[src/rtl/stream_mux_rr.sv]
// Registered N:1 valid/ready mux with fixed-select or round-robin arbitration; 1-cycle latency, full throughput.
// Stalls (all in_ready=0) while the held word is not accepted; `STREAM_MUX_PKT_LOCK_EN adds in_last/out_last packet locking.
module stream_mux_rr #(
  parameter int WIDTH    = 8,
  parameter int CHANNELS = 4,
  localparam int SEL_W   = $clog2(CHANNELS)
) (
  input  logic                      clk,
  input  logic                      rst_n,
  input  logic [CHANNELS*WIDTH-1:0] in_data,
  input  logic [CHANNELS-1:0]       in_valid,
  output logic [CHANNELS-1:0]       in_ready,
  input  logic                      mode,
  input  logic [SEL_W-1:0]          sel,
  output logic [WIDTH-1:0]          out_data,
  output logic [SEL_W-1:0]          out_chan,
  output logic                      out_valid,
  input  logic                      out_ready
`ifdef STREAM_MUX_PKT_LOCK_EN
  ,
  input  logic [CHANNELS-1:0]       in_last,
  output logic                      out_last
`endif
);

  localparam int PAD = 1 << SEL_W;
  localparam logic [SEL_W:0] CH_LIM = CHANNELS[SEL_W:0];
  localparam logic [SEL_W-1:0] LAST_RST = SEL_W'(CHANNELS - 1);

  logic [WIDTH-1:0] out_data_q, out_data_d;
  logic [SEL_W-1:0] out_chan_q, out_chan_d;
  logic             out_valid_q, out_valid_d;
  logic [SEL_W-1:0] last_q, last_d;

  logic [PAD-1:0]   valid_pad;
  logic [SEL_W-1:0] rr_grant, grant;
  logic             rr_ok, grant_ok, sel_ok;
  logic             load, xfer;
  logic [WIDTH-1:0] grant_data;

  // Pad to a power of two so any sel value indexes in range.
  always_comb begin
    valid_pad = '0;
    valid_pad[CHANNELS-1:0] = in_valid;
  end

  // Round-robin search starting just after the last granted channel.
  always_comb begin
    rr_grant = '0;
    rr_ok    = 1'b0;
    for (int k = 1; k <= CHANNELS; k++) begin
      logic [SEL_W:0] cand;
      cand = {1'b0, last_q} + (SEL_W+1)'(k);
      if (cand >= CH_LIM) cand = cand - CH_LIM;
      if (!rr_ok && valid_pad[cand[SEL_W-1:0]]) begin
        rr_grant = cand[SEL_W-1:0];
        rr_ok    = 1'b1;
      end
    end
  end

  assign sel_ok = ({1'b0, sel} < CH_LIM);

`ifdef STREAM_MUX_PKT_LOCK_EN
  logic           lock_q, lock_d;
  logic           out_last_q, out_last_d;
  logic [PAD-1:0] last_pad;

  always_comb begin
    last_pad = '0;
    last_pad[CHANNELS-1:0] = in_last;
  end
`endif

  always_comb begin
    grant    = rr_grant;
    grant_ok = rr_ok;
    if (!mode) begin
      grant    = sel;
      grant_ok = sel_ok & valid_pad[sel];
    end
`ifdef STREAM_MUX_PKT_LOCK_EN
    if (lock_q) begin
      grant    = last_q;
      grant_ok = valid_pad[last_q];
    end
`endif
  end

  assign load = ~out_valid_q | out_ready;
  // No producer may see ready while reset is held.
  assign xfer = rst_n & load & grant_ok;
  assign in_ready = xfer ? (CHANNELS'(1) << grant) : '0;

  always_comb begin
    grant_data = '0;
    for (int i = 0; i < CHANNELS; i++) begin
      if (grant == SEL_W'(i)) grant_data = in_data[i*WIDTH +: WIDTH];
    end
  end

  always_comb begin
    out_data_d  = out_data_q;
    out_chan_d  = out_chan_q;
    out_valid_d = out_valid_q;
    last_d      = last_q;
`ifdef STREAM_MUX_PKT_LOCK_EN
    lock_d      = lock_q;
    out_last_d  = out_last_q;
`endif
    if (xfer) begin
      out_data_d  = grant_data;
      out_chan_d  = grant;
      out_valid_d = 1'b1;
      last_d      = grant;
`ifdef STREAM_MUX_PKT_LOCK_EN
      lock_d      = ~last_pad[grant];
      out_last_d  = last_pad[grant];
`endif
    end else if (load) begin
      out_valid_d = 1'b0;
    end
  end

  always_ff @(posedge clk or negedge rst_n) begin
    if (!rst_n) begin
      out_data_q  <= '0;
      out_chan_q  <= '0;
      out_valid_q <= 1'b0;
      last_q      <= LAST_RST;
`ifdef STREAM_MUX_PKT_LOCK_EN
      lock_q      <= 1'b0;
      out_last_q  <= 1'b0;
`endif
    end else begin
      out_data_q  <= out_data_d;
      out_chan_q  <= out_chan_d;
      out_valid_q <= out_valid_d;
      last_q      <= last_d;
`ifdef STREAM_MUX_PKT_LOCK_EN
      lock_q      <= lock_d;
      out_last_q  <= out_last_d;
`endif
    end
  end

  assign out_data  = out_data_q;
  assign out_chan  = out_chan_q;
  assign out_valid = out_valid_q;
`ifdef STREAM_MUX_PKT_LOCK_EN
  assign out_last  = out_last_q;
`endif

endmodule

[config.mk]
export PLATFORM = sky130hd
export DESIGN_NAME = stream_mux_rr
export DESIGN_NICKNAME = d
export VERILOG_FILES = /design/src/rtl/stream_mux_rr.sv
export SDC_FILE = /design/constraint.sdc
export NUM_CORES = 1
export LEC_CHECK = 0
export CAP_MARGIN = 30
export CORE_ASPECT_RATIO = 0.8
export CORE_MARGIN = 5
export CORE_UTILIZATION = 30
export CTS_CLUSTER_DIAMETER = 30
export CTS_CLUSTER_SIZE = 20
export DETAILED_ROUTE_END_ITERATION = 10
export PLACE_DENSITY = 0.7
export SLEW_MARGIN = 20
export SYNTH_ARGS = -nofsm -noshare
export SYNTH_HDL_FRONTEND = slang
export SYNTH_SLANG_ARGS = --single-unit
[constraint.sdc]
create_clock -name clk -period 2.43 [get_ports clk]
set_input_delay 0.486 -clock clk [delete_from_list [all_inputs] [get_ports clk]]
set_output_delay 0.486 -clock clk [all_outputs]
set_load 0.02 [all_outputs]
==> run_1/cell_density.png <==
8 x 6 tiles, from white (low) to dark blue (high), 0 to 100% covered.
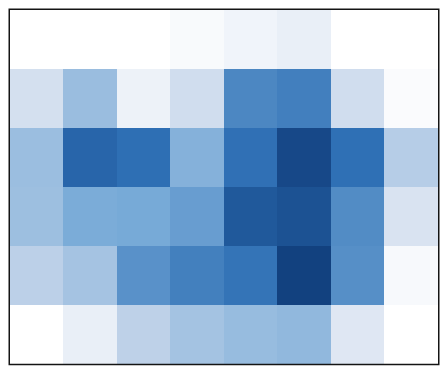
The fullest tile reaches 93%. The mean over all tiles is 38%. 10% of the tiles are over 75% full. 15% of the tiles are nearly empty. The emptiest ninth of the die: north-west.

==> run_1/placement.png <==
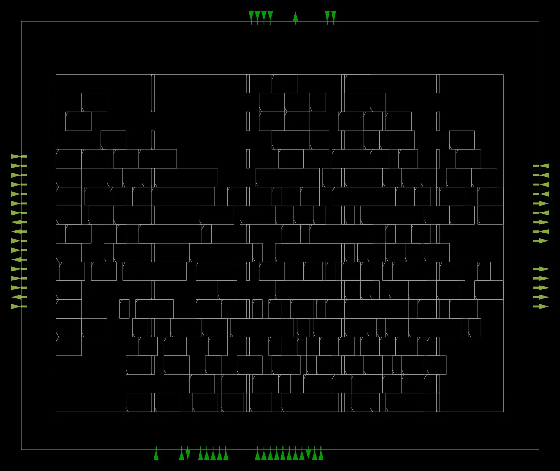
Finished Core Util: 0.5693
row cnt: 18
Core Region: 3176 sq um

==> run_1/layer_met2.png <==
Cells faint in the background.
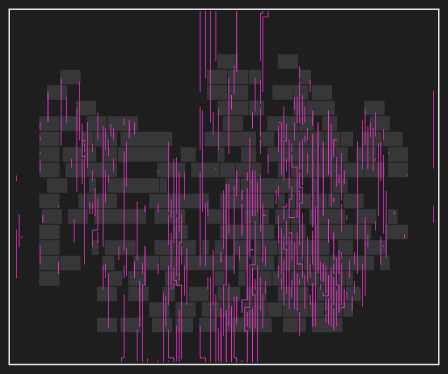
The longest straight run is 26.3 um. The layer carries 1680 um of wire.

-- run 1: cell type report --
| type | instances | area share |
|---|---|---|
| inverters | 7 | 0.01453 |
| repair buffers | 80 | 0.4014 |
| clock buffers | 4 | 0.02491 |
| flip-flops and latches | 13 | 0.1813 |
| well taps | 40 | 0.02768 |
| multi-input cells | 78 | 0.3502 |
-- run 1: layout by cell type (no fill, tap or decap), drive strengths merged, types with 2 or more instances in the layout --
cell / netlist / layout
a211oi: 8 / 8
a21oi: 2 / 2
a221oi: 8 / 8
and2: 2 / 2
and3: 2 / 2
buf: 7 / 32
clkbuf: 1 / 5
clkdlybuf4s50: 0 / 45
dfrtp: 11 / 11
dfstp: 2 / 2
dlygate4sd2: 0 / 2
inv: 7 / 7
mux2i: 8 / 8
nand2: 6 / 6
nor2: 15 / 15
nor2b: 8 / 8
o211ai: 2 / 2
o21ai: 5 / 5
-- run 1: path summary, 6_finish.rpt --
check | cells past startpoint | start | end
setup / recovery | 9 | last_q[0] | in_ready[0]
hold / removal | 2 | out_chan[1] | out_chan[1]
setup reg to reg | 8 | last_q[0] | out_data[2]
hold reg to reg | 2 | out_chan[1] | out_chan[1]
max in group asynchronous | 2 | rst_n | last_q[0]
min in group asynchronous | 2 | rst_n | out_valid
-- run 1: routing by layer --
layer | global-route usage | part of all wire | vias up
li1 | - | - | 539
met1 | 0.1994 | 0.43 | 525
met2 | 0.2717 | 0.48 | 42
met3 | 0.05145 | 0.083 | 4
met4 | 0.02792 | 0.0046 | 0
met5 | 0 | 0 | -
-- run 1: registers in the layout (all words and copies together) (netlist names) --
register / flops
last_q: 2
out_chan: 2
out_data: 8
out_valid: 1
-- run 1: report_power, final --
group | internal (mW) | switching, mW
clock network | 0.116 | 0.0821
logic | 0.332 | 0.292
registers | 0.286 | 0.0520
-- run 1: critical path: stages, from the launching register on --
cell and delay (ns):
dfstp_2 0.58, buf_6 0.11, buf_4 0.10, o22ai_2 0.05, nand4_1 0.10, o221ai_2 0.14, buf_4 0.18, nor2b_4 0.11
and2_4 0.14, buf_6 0.10
-- run 1: kinds of logic (layout without fill, tap and decap cells) --
family / count (synthesis) / after routing / share of synthesized area
AND/OR/NAND/NOR: 37 / 37 / 0.1796
flip-flops: 13 / 13 / 0.3223
multiplexers: 9 / 9 / 0.1009
XOR/XNOR: 1 / 1 / 0.008612
AND-OR/OR-AND: 31 / 31 / 0.2915
buffers and inverters: 15 / 91 / 0.09717
-- run 1: per-stage QoR --
step | cells | TNS, ns | util | power (mW)
finish | 222 | 0 | 0.5693 | 1.160
global route | 222 | -0.01521 | 0.5693 | 1.236
CTS | 219 | 0 | 0.5540 | 1.131
detailed placement | 212 | -6.935 | 0.5335 | 0.9130
global placement | 212 | -6.170 | 0.5335 | 0.9027
floorplan | 106 | 0 | - | 0.6548
-- run 1: what timing repair did --
action                                  in CTS  in global routing
pin swaps                                    3                  6
gates resized                               42                 18
buffers inserted                             3                  3
endpoints found under the setup margin      12                 12
==> summary.txt, run 1 <==
Vias in the first global route = 1148
Minimum clock period = 2.346 ns
Part of the cycle the worst path needs = 0.9656
Final Net Count = 225
Die Y = 62.08 um
Vias per Instance = 5.000
DR iter-0 viols = 33
Slew margin rel. = 0.7364
Worst Path Required = 1.94 ns
Fin area = 1808 sq um
Gate Count Post-Synth = 106
Synth warnings = 0
CTS max path bufs = 2
Setup WS pre-CTS = -0.7720 ns
Gr ovfl total = 0
IO Count = 57
Yosys Instances = 106
DRC = 0
Clock tree from TritonCTS = done
Most common reg cell = dfrtp_1
Routed Antenna Nets = 0
Port Buffers = 56
Worst reg2reg setup slack = 0.23 ns
HPWL Detailed = 2606 um
Hold Violations, Final = 0
Clock Sinks = 13
Router iterations before antenna repair = 4
Top-area cell share = 0.2706
Pre-Place Util = 0.3203
Clock-pin slew on the worst setup and hold paths = 0.06 ns
Outcome = completed
WL per Instance = 15.59 um
Power per cell area = 641.5 nW/um^2
Most frequent cell after synthesis = nor2_1
==> run_1/flops_by_reg.png <==
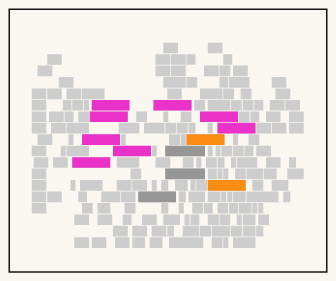

==> run 2: changes to the inputs <==
- SETUP_SLACK_MARGIN: not set -> 0.5
==> run_2/flops_by_reg.png <==
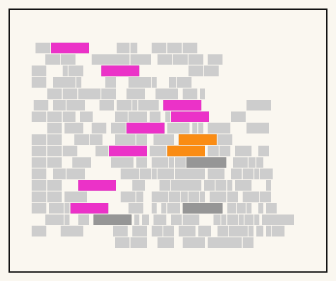
Magenta shows `out_data`, placed flops 8. Orange shows `out_chan`, placed flops 2.
Another 3 sequential cells are not colored.

==> summary.txt, run 2 <==
Outcome = completed
DRC = 0
Vias in the first global route = 1143
Gr ovfl total = 0
Routed Antenna Nets = 0
Hold Violations, Final = 0
Clock Sinks = 13
Power per cell area = 632.2 nW/um^2
Most common reg cell = dfrtp_1
Worst Path Required = 1.94 ns
Row cnt = 18
HPWL Detailed = 2504 um
Synth warnings = 0
Vias per Instance = 5.062
Post-route setup slack = 0.1014 ns
Core Region = 3176 sq um
Clock tree from TritonCTS = done
Internal power = 787.5 uW
Most frequent cells in the layout = clkdlybuf4s50_1, buf_4, nor2_1
Die Y = 62.08 um
Final TNS setup = 0 ns
Minimum clock period = 2.329 ns
Sw Pwr = 465.4 uW
Final Net Count = 229
Sequential share of power = 0.266
Nets at Floorplan = 148
Logic pwr share = 0.575
Gate Count Post-Synth = 106
Router iterations before antenna repair = 4
Yosys Instances = 106
Most frequent cell after synthesis = nor2_1
Clock-pin slew on the worst setup and hold paths = 0.06 ns
Setup WS pre-CTS = -0.7189 ns
DR iter-0 viols = 26
Hold Buf Count CTS = 0
Inst Count DP = 206
Top-area cell share = 0.2706
Fin cells = 226
Part of the cycle the worst path needs = 0.9583
IO Count = 57
CTS max path bufs = 2
Sw Ratio = 0.3715
Most frequent logic cell in the layout = clkdlybuf4s50_1
==> run_2/cell_density.png <==
8 x 6 tiles, from white (low) to dark blue (high), 0 to 100% covered.
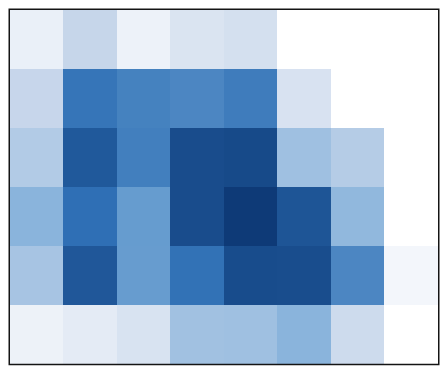
The mean over all tiles is 41%. The fullest tile reaches 96%. 19% of the tiles are over 75% full. The emptiest ninth of the die: north-east.
Finished Core Util: 0.6241
Pre-Place Util: 0.3203

run 2: cell counts after synthesis:
Identical to the previous run, type by type.
run 2: cell families after synthesis:
family	synth area share
DFF	0.3223
buffers and inverters	0.09717
and+or+nand+nor	0.1796
xor gates and xnor gates	0.008612
AOI/OAI and AO/OA	0.2915
muxes	0.1009
run 2: area by class of cell:
class | count | area [sq um] | share of cell area
Clock buffer | 3 | 41.29 | 0.02083
Clock inverter | 1 | 5.005 | 0.002525
Inverter | 7 | 26.28 | 0.01326
Multi-Input combinational cell | 78 | 701.9 | 0.3542
Sequential cell | 13 | 327.8 | 0.1654
Tap cell | 40 | 50.05 | 0.02525
Timing Repair Buffer | 84 | 829.5 | 0.4186
run 2: per-stage QoR:
| stage | instance area, sq um | power, mW |
|---|---|---|
| floorplan | 1045 | 0.6673 |
| global placement | 1673 | 0.9015 |
| detailed placement | 1673 | 0.9138 |
| CTS | 1824 | 1.162 |
| global route | 1982 | 1.319 |
| finish | 1982 | 1.253 |
run 2: per-layer routing:
layer,up-vias,track usage,wire length [um]
li1,550,-,-
met1,550,0.2014,1508
met2,42,0.2605,1972
met3,2,0.04019,281
met4,0,0.04569,17
met5,-,0,0
run 2: final timing paths:
| check | startpoint | to | slack, ns | depth (start not counted) |
|---|---|---|---|---|
| max in group asynchronous | rst_n | last_q[0] | 1.92 | 2 |
| min in group clk | out_chan[1] | out_chan[1] | 0.57 | 2 |
| worst max register to register | last_q[0] | out_data[2] | 0.32 | 9 |
| worst max-delay path | sel[1] | in_ready[0] | 0.10 | 7 |
| worst min register to register | out_chan[1] | out_chan[1] | 0.57 | 2 |
| worst min-delay path | rst_n | out_valid | 0.27 | 2 |
run 2: what timing repair did:
action / CTS / global route
pin swaps: 6 / 11
endpoints found under the setup margin: 16 / 12
setup buffers: 8 / 7
gates resized: 64 / 23
gates cloned: 0 / 1
run 2: worst max-delay path, cell delays in order:
cell      delay (ns)
buf_8           0.07
mux4_2          0.50
o211ai_1        0.29
a21oi_2         0.10
nor2b_4         0.14
and2_4          0.13
buf_6           0.12
run 2: power groups by stage:
stage                     clock, mW  sequential, mW  combinational [mW]
after floorplan                   0           0.390               0.277
after global placement            0           0.334               0.568
after detailed placement          0           0.332               0.582
after CTS                     0.203           0.331               0.629
after global routing          0.211           0.341               0.767
final                         0.199           0.334               0.720
==> run 3: changes to the inputs <==
- HOLD_SLACK_MARGIN: not set -> 0.1
==> run_3/flops_by_reg.png <==
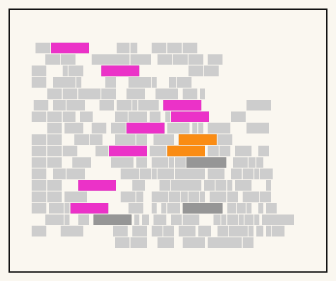
Magenta shows `out_data`, placed flops 8. Orange shows `out_chan`, placed flops 2.
Another 3 sequential cells are not colored.

==> run_3/layer_met2.png <==
Cells faint in the background.
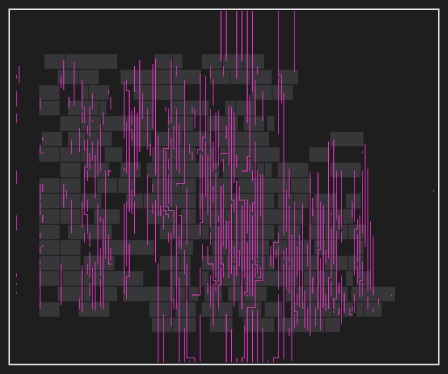
The longest straight run is 28.6 um. The layer holds 52% of the routed length. The wires run mostly vertical. 203 nets have wire on it. The layer carries 1970 um of wire.

==> summary.txt, run 3 <==
Outcome = completed
Part of the cycle the worst path needs = 0.9583
Overall Power = 1.253 mW
Final Net Count = 229
Vias in the first global route = 1143
WL per Instance = 16.73 um
Top-area cell share = 0.2706
DR iter-0 viols = 26
Comb area = 701.9 sq um
Routed Antenna Nets = 0
Finished Core Util = 0.6241
Row cnt = 18
IO Count = 57
Max reg flops = 8
Gr ovfl total = 0
Hold Buf Count CTS = 0
Port Buffers = 56
Most common reg cell = dfrtp_1
Pre-Place Util = 0.3203
Die Y = 62.08 um
Yosys Instances = 106
DRC = 0
Fin cells = 226
Final TNS setup = 0 ns
Synth warnings = 0
HPWL Detailed = 2504 um
Slew margin rel. = 0.8057
Hold Violations, Final = 0
Vias per Instance = 5.062
Clock Sinks = 13
## run 3: cell counts after synthesis
No cell type changed its count.
## run 3: cell type report
cell class / instances / share of cell area
Sequential cell: 13 / 0.1654
Inverter: 7 / 0.01326
Clock buffer: 3 / 0.02083
Tap cell: 40 / 0.02525
Clock inverter: 1 / 0.002525
Timing Repair Buffer: 84 / 0.4186
Multi-Input combinational cell: 78 / 0.3542
## run 3: per-stage QoR
| step | setup WS, ns | area, sq um |
|---|---|---|
| floorplan | 0.2813 | 1045 |
| finish | 0.1014 | 1982 |
| CTS | 0.1315 | 1824 |
| detailed placement | -0.7189 | 1673 |
| global route | 0.05328 | 1982 |
| global placement | -0.6866 | 1673 |
## run 3: path summary, 6_finish.rpt
kind | startpoint | end | slack, ns | cells after the start
min in group clk | out_chan[1] | out_chan[1] | 0.57 | 2
max in group asynchronous | rst_n | last_q[0] | 1.92 | 2
setup reg to reg | last_q[0] | out_data[2] | 0.32 | 9
hold reg to reg | out_chan[1] | out_chan[1] | 0.57 | 2
setup / recovery | sel[1] | in_ready[0] | 0.10 | 7
hold / removal | rst_n | out_valid | 0.27 | 2
## run 3: per-layer routing
metal / GRT usage / vias up / routed length (um)
met5: 0 / - / 0
met4: 0.04569 / 0 / 17
met3: 0.04019 / 2 / 281
met2: 0.2605 / 42 / 1972
met1: 0.2014 / 550 / 1508
li1: - / 550 / -
## run 3: where the power goes
group | total, mW | leakage (nW) | internal, mW | switching (mW)
clock network | 0.199 | 0.0255 | 0.113 | 0.0860
registers | 0.334 | 0.144 | 0.286 | 0.0483
logic | 0.720 | 0.687 | 0.389 | 0.331
## run 3: cell families (layout without fill, tap and decap cells)
group / after synthesis / count (layout) / share of synthesized area
flops: 13 / 13 / 0.3223
compound gates: 31 / 31 / 0.2915
mux: 9 / 9 / 0.1009
simple gates: 37 / 37 / 0.1796
xor+xnor: 1 / 1 / 0.008612
buf+inv: 15 / 95 / 0.09717
## run 3: timing repair
item                                    4_1_cts  5_1_grt
endpoints found under the hold margin         0        0
cloned                                        0        1
pin swaps                                     6       11
resized                                      64       23
setup buffers                                 8        7
endpoints found under the setup margin       16       12
## run 3: worst max-delay path: stages
cell and delay, ns:
buf_8 0.07, mux4_2 0.50, o211ai_1 0.29, a21oi_2 0.10, nor2b_4 0.14, and2_4 0.13
buf_6 0.12
Power and IR drop assume default switching activity.
